**src/rtl/ml_accel_pkg.sv**
```systemverilog
`default_nettype none
// ============================================================================
// Module      : ml_accel_pkg
// Description : Shared types and constants for the accelerator host-readback
//               path (RAM-to-UART dumper and its byte transmitter).
//               Macro DUMP_CHECKSUM_EN adds the CSUM state.
// Revision    : 1.0 - initial release
// ============================================================================
package ml_accel_pkg;

    localparam int UART_FRAME_BITS      = 10;
    localparam int DEFAULT_CLKS_PER_BIT = 434;

    typedef enum logic [2:0] {
        IDLE    = 3'd0,
        RD_ADDR = 3'd1,
        RD_WAIT = 3'd2,
        SEND    = 3'd3,
        NEXT    = 3'd4,
        DONE    = 3'd5
`ifdef DUMP_CHECKSUM_EN
        ,
        CSUM    = 3'd6
`endif
    } dump_state_t;

endpackage
`default_nettype wire

```
**src/rtl/uart_tx_byte.sv**
```systemverilog
`default_nettype none
// ============================================================================
// Module      : uart_tx_byte
// Description : Bit-serial 8N1 UART transmitter, LSB first. A byte presented
//               with tx_load while idle is framed as start(0), 8 data bits,
//               stop(1); each bit is held for CLKS_PER_BIT cycles.
// Revision    : 1.0 - initial release
// ============================================================================
module uart_tx_byte
    import ml_accel_pkg::*;
#(
    parameter int CLKS_PER_BIT = DEFAULT_CLKS_PER_BIT
) (
    input  logic       clk,
    input  logic       rst,
    input  logic       tx_load,
    input  logic [7:0] tx_byte,
    output logic       tx,
    output logic       tx_busy,
    output logic       tx_done
);

    localparam int            c_CNT_W   = (CLKS_PER_BIT > 1) ? $clog2(CLKS_PER_BIT) : 1;
    localparam logic [c_CNT_W-1:0] c_CNT_MAX = c_CNT_W'(CLKS_PER_BIT - 1);
    localparam logic [3:0]    c_LAST_BIT = 4'(UART_FRAME_BITS - 1);

    logic               r_active;
    logic [c_CNT_W-1:0] r_cnt;
    logic [3:0]         r_bit_idx;
    logic [8:0]         r_shift;   // bits still to send after the current one
    logic               r_tx;

    logic w_bit_end;

    assign w_bit_end = r_active && (r_cnt == c_CNT_MAX);
    // Asserted during the final cycle of the stop bit so the sequencer can
    // react on the very edge the line returns to idle.
    assign tx_done   = w_bit_end && (r_bit_idx == c_LAST_BIT);
    assign tx_busy   = r_active;
    assign tx        = r_tx;

    // Baud counter, bit index and shift register; tx forced high on reset.
    always_ff @(posedge clk) begin
        if (rst) begin
            r_active  <= 1'b0;
            r_cnt     <= '0;
            r_bit_idx <= '0;
            r_shift   <= '1;
            r_tx      <= 1'b1;
        end else if (!r_active) begin
            if (tx_load) begin
                r_active  <= 1'b1;
                r_cnt     <= '0;
                r_bit_idx <= '0;
                r_shift   <= {1'b1, tx_byte};
                r_tx      <= 1'b0;
            end
        end else if (w_bit_end) begin
            r_cnt <= '0;
            if (r_bit_idx == c_LAST_BIT) begin
                r_active <= 1'b0;
                r_tx     <= 1'b1;
            end else begin
                r_bit_idx <= r_bit_idx + 4'd1;
                r_tx      <= r_shift[0];
                r_shift   <= {1'b1, r_shift[8:1]};
            end
        end else begin
            r_cnt <= r_cnt + {{(c_CNT_W-1){1'b0}}, 1'b1};
        end
    end

endmodule
`default_nettype wire

```
**src/rtl/ram_uart_dumper.sv**
```systemverilog
`default_nettype none
// ============================================================================
// Module      : ram_uart_dumper
// Description : Host-readback path. Reads `length` bytes from a read-only RAM
//               port starting at base_addr (wrapping modulo the RAM depth)
//               and streams each byte out over an 8N1 UART.
//               Optional macro DUMP_CHECKSUM_EN appends one frame holding the
//               mod-256 sum of all sent bytes.
// Revision    : 1.0 - initial release
// ============================================================================
module ram_uart_dumper
    import ml_accel_pkg::*;
#(
    parameter int ADDR_WIDTH   = 10,
    parameter int DATA_WIDTH   = 8,
    parameter int CLKS_PER_BIT = DEFAULT_CLKS_PER_BIT
) (
    input  logic                  clk,
    input  logic                  rst,
    input  logic                  start,
    input  logic [ADDR_WIDTH-1:0] base_addr,
    input  logic [ADDR_WIDTH:0]   length,
    output logic                  busy,
    output logic                  done,
    output logic [ADDR_WIDTH-1:0] ram_addr,
    input  logic [DATA_WIDTH-1:0] ram_rdata,
    output logic                  tx
);

    localparam logic [ADDR_WIDTH-1:0] c_ADDR_ONE = {{(ADDR_WIDTH-1){1'b0}}, 1'b1};
    localparam logic [ADDR_WIDTH:0]   c_LEN_ONE  = {{ADDR_WIDTH{1'b0}}, 1'b1};

    dump_state_t r_state;
    dump_state_t w_next;

    logic [ADDR_WIDTH-1:0] r_addr_q;
    logic [ADDR_WIDTH:0]   r_remaining;
    logic [ADDR_WIDTH-1:0] r_ram_addr;
    logic                  r_done;

    logic                  w_tx_load;
    logic [7:0]            w_tx_byte;
    logic                  w_tx_busy;
    logic                  w_tx_done;

`ifdef DUMP_CHECKSUM_EN
    logic [7:0]            r_sum;
    logic                  r_csum_sent;
`endif

    assign busy     = (r_state != IDLE);
    assign done     = r_done;
    assign ram_addr = r_ram_addr;

    uart_tx_byte #(
        .CLKS_PER_BIT(CLKS_PER_BIT)
    ) u_tx (
        .clk    (clk),
        .rst    (rst),
        .tx_load(w_tx_load),
        .tx_byte(w_tx_byte),
        .tx     (tx),
        .tx_busy(w_tx_busy),
        .tx_done(w_tx_done)
    );

    // State register.
    always_ff @(posedge clk) begin
        if (rst) begin
            r_state <= IDLE;
        end else begin
            r_state <= w_next;
        end
    end

    // Next-state decode and transmitter load strobe.
    always_comb begin
        w_next    = r_state;
        w_tx_load = 1'b0;
        w_tx_byte = ram_rdata[7:0];
        case (r_state)
            IDLE: begin
                if (start) begin
                    w_next = (length == '0) ? DONE : RD_ADDR;
                end
            end
            RD_ADDR: begin
                w_next = RD_WAIT;
            end
            RD_WAIT: begin
                if (!w_tx_busy) begin
                    w_tx_load = 1'b1;
                    w_next    = SEND;
                end
            end
            SEND: begin
                if (w_tx_done) begin
                    w_next = NEXT;
                end
            end
            NEXT: begin
                if (r_remaining == '0) begin
`ifdef DUMP_CHECKSUM_EN
                    w_next = r_csum_sent ? DONE : CSUM;
`else
                    w_next = DONE;
`endif
                end else begin
                    w_next = RD_ADDR;
                end
            end
`ifdef DUMP_CHECKSUM_EN
            CSUM: begin
                w_tx_byte = r_sum;
                if (!w_tx_busy) begin
                    w_tx_load = 1'b1;
                    w_next    = SEND;
                end
            end
`endif
            DONE: begin
                w_next = IDLE;
            end
            default: begin
                w_next = IDLE;
            end
        endcase
    end

    // Address/count bookkeeping, RAM address register and done pulse.
    always_ff @(posedge clk) begin
        if (rst) begin
            r_addr_q    <= '0;
            r_remaining <= '0;
            r_ram_addr  <= '0;
            r_done      <= 1'b0;
`ifdef DUMP_CHECKSUM_EN
            r_sum       <= '0;
            r_csum_sent <= 1'b0;
`endif
        end else begin
            // Registered so done lands in the cycle busy drops.
            r_done <= (r_state == DONE);
            case (r_state)
                IDLE: begin
                    if (start) begin
                        r_addr_q    <= base_addr;
                        r_remaining <= length;
                        if (length != '0) begin
                            r_ram_addr <= base_addr;
                        end
`ifdef DUMP_CHECKSUM_EN
                        r_sum       <= '0;
                        r_csum_sent <= 1'b0;
`endif
                    end
                end
`ifdef DUMP_CHECKSUM_EN
                RD_WAIT: begin
                    if (w_tx_load) begin
                        r_sum <= r_sum + ram_rdata[7:0];
                    end
                end
                CSUM: begin
                    if (w_tx_load) begin
                        r_csum_sent <= 1'b1;
                    end
                end
`endif
                SEND: begin
                    // The checksum frame also passes through SEND with
                    // nothing left to count, hence the guard.
                    if (w_tx_done && (r_remaining != '0)) begin
                        r_remaining <= r_remaining - c_LEN_ONE;
                        r_addr_q    <= r_addr_q + c_ADDR_ONE;
                    end
                end
                NEXT: begin
                    if (r_remaining != '0) begin
                        r_ram_addr <= r_addr_q;
                    end
                end
                default: begin
                end
            endcase
        end
    end

endmodule
`default_nettype wire
```
**config.mk**
```make
export PLATFORM = sky130hd
export DESIGN_NAME = ram_uart_dumper
export DESIGN_NICKNAME = d
export VERILOG_FILES = /design/src/rtl/ml_accel_pkg.sv /design/src/rtl/uart_tx_byte.sv /design/src/rtl/ram_uart_dumper.sv
export SDC_FILE = /design/constraint.sdc
export NUM_CORES = 1
export LEC_CHECK = 0
export CAP_MARGIN = 10
export CORE_MARGIN = 1.5
export CORE_UTILIZATION = 41
export DETAILED_ROUTE_END_ITERATION = 7
export GPL_ROUTABILITY_DRIVEN = 0
export MAX_ROUTING_LAYER = met4
export SLEW_MARGIN = 10
export SYNTH_ARGS = -nofsm -noshare
export SYNTH_HDL_FRONTEND = slang
export SYNTH_SLANG_ARGS = --single-unit
```
**constraint.sdc**
```tcl
create_clock -name clk -period 2.95 [get_ports clk]
set_input_delay 0.295 -clock clk [delete_from_list [all_inputs] [get_ports clk]]
set_output_delay 0.295 -clock clk [all_outputs]
set_load 0.1 [all_outputs]
```
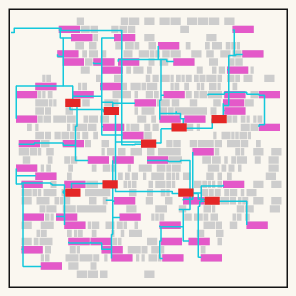
*Clock distribution*
(3 px per um)
Red is clock-net drivers, count 9. Cyan is clock wires, length 818 um. Magenta is flip-flops, count 58.
There are 10 routed clock nets.

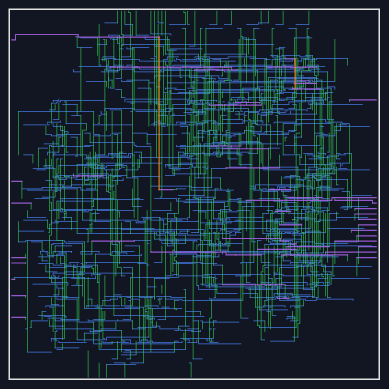
*Wiring by layer*
(4 px per um)
Green is M2, wire length 3950 um. Blue is M1, wire length 4000 um. Purple is M3, wire length 443 um. Orange is M4, wire length 45.6 um.

==> results_slide.txt <==
Implementation Results

Run status
  • Status: finished, final reports clean

Global route
  • Gr ovfl total: 0
  • Vias in the first global route: 2968
  • Pin count of the biggest net entering global routing: 46

Worst setup path
  • Critical path class: register to register
  • Crit-path max FO: 12
  • CP Capture Type: register

CTS
  • # resized after CTS: 0
  • Number of setup buffers added after CTS: 0
  • Hold Buf Count CTS: 0
  • Skew-Pair Late Insertion Delay: 0.33 ns
  • Sink Count: 58

Worst hold path
  • Hold path start: r_remaining[9]$_SDFFE_PP0P_

STA
  • Final min period: 2.74 ns
  • Post-route clock period utilization: 92.9%
  • Worst setup margin: 0.209 ns
  • RSZ-0062 raised after global routing: false
  • Worst-Margin Slew: 0.754 ns
  • Hold Fails Final Rpt: 0
  • Final Setup Violations: 0

Floorplanning
  • Core box area: 0.00773 mm^2
  • Row cnt: 32
  • Die area: 0.00849 mm^2
  • IO Count: 45

Synthesis
  • Commonest flop: dfxtp_1
  • Syn Area/Cell: 8.48 um^2
  • Ys Warns: 0
  • Post-synth EDFFs: 0
  • Synth async-reset ratio: 0%
  • Cell type with the largest total area: dfxtp_1

Place
  • Post-place instance area: 0.00376 mm^2
  • # port buffers: 44

Layout
  • Design Area, Final: 0.00397 mm^2
  • Most instantiated logic cells after routing: dfxtp_1 (58), nor2_1 (35), clkdlybuf4s50_1 (31), a21oi_1 (27), buf_4 (26)
  • Final core utilization: 51.3%

Routing
  • Routed via count: 3063
  • Initial drt markers: 219
  • Drt wl/cell: 16.0 um
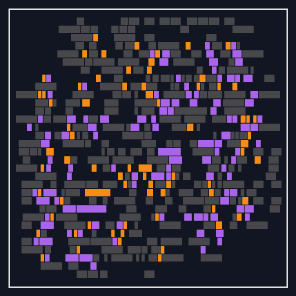
*Gate-type map*
(3 px per um)
Orange is nor cells, cells 71, most used nor2_1, where widely spread. Purple is aoi and oai cells, cells 107, most used a21oi_1.

routing by layer:
metal / GRT usage (%) / share of wire (%)
met2: 33.1 / 47
met4: 6.15 / 0.53
met1: 28.5 / 47
met5: - / 0
met3: 4.73 / 5.2
power by group:
| group | total, mW | switching (mW) | internal, mW |
|---|---|---|---|
| sequential | 1.02 | 0.121 | 0.900 |
| clock | 0.750 | 0.315 | 0.435 |
| combinational | 1.06 | 0.706 | 0.359 |
cell families (layout without fill, tap and decap cells):
logic type,after synthesis,after routing,synth area share [%]
buffers and inverters,38,81,5.11
muxes,10,10,3.07
xor gates and xnor gates,2,2,0.538
AOI/OAI and AO/OA,129,129,30.0
DFF,58,58,35.6
and+or+nand+nor,141,141,23.3
adders and majority gates,6,6,2.30
Yosys cell counts (all sizes together) (2+ instances only):
cell type,n
nor4,5
nor2,36
or4b,3
and3,3
o41ai,2
dfxtp,58
nand2,25
a31o,13
a31oi,7
o22ai,2
clkbuf,18
inv,8
o31ai,11
o211ai,3
mux2i,10
nand2b,3
xor2,2
a311oi,6
buf,12
nor3,22
a21o,3
or4,3
nand3,8
o311ai,6
nor2b,2
nor3b,5
or3,5
ha,6
a211oi,13
a21oi,27
and2,9
nand4,7
o21ai,22
o32ai,3
critical path: stages, from the launching register on:
cell     delay (ns)
dfxtp_1        0.32
inv_1          0.11
ha_1           0.21
or4b_1         0.53
or3_4          0.44
o31a_1         0.41
nand2_1        0.42
o32ai_1        0.15
through the flow:
stage / std cells / hold WS (ns)
3_5_place_dp: 513 / 0.465
4_1_cts: 529 / 0.482
6_report: 529 / 0.477
3_3_place_gp: 513 / 0.449
2_1_floorplan: 384 / 0.433
5_1_grt: 529 / 0.505
final cells by class:
class                           instances  area (um^2)  share of cell area, %
Clock inverter                          4         50.0                   1.26
Tap cell                              102          128                   3.22
Sequential cell                        58         1160                   29.3
Multi-Input combinational cell        288         1940                   48.8
Inverter                                8         30.0                  0.757
Clock buffer                           12          155                   3.91
Timing Repair Buffer                   57          505                   12.7
flip-flops by register name, indices dropped and copies added, names as in the netlist:
register,flops
done,1
u_tx.tx,1
r_state,3
ram_addr,10
u_tx.r_shift,8
u_tx.tx_busy,1
u_tx.r_cnt,9
r_addr_q,10
r_remaining,11
u_tx.r_bit_idx,4
how the worst max path moves through the flow:
stage | endpoint | slack [ns] | cells after the start
6_report | r_addr_q[4]$_SDFFE_PP0P_ | 0.21 | 7
3_5_place_dp | r_addr_q[7]$_SDFFE_PP0P_ | 0.24 | 7
2_1_floorplan | r_remaining[0]$_SDFFE_PP0P_ | 0.67 | 8
5_1_grt | r_addr_q[9]$_SDFFE_PP0P_ | 0.07 | 7
3_3_place_gp | r_addr_q[4]$_SDFFE_PP0P_ | 0.30 | 7
4_1_cts | r_addr_q[4]$_SDFFE_PP0P_ | 0.22 | 7
Power and IR drop assume default switching activity.
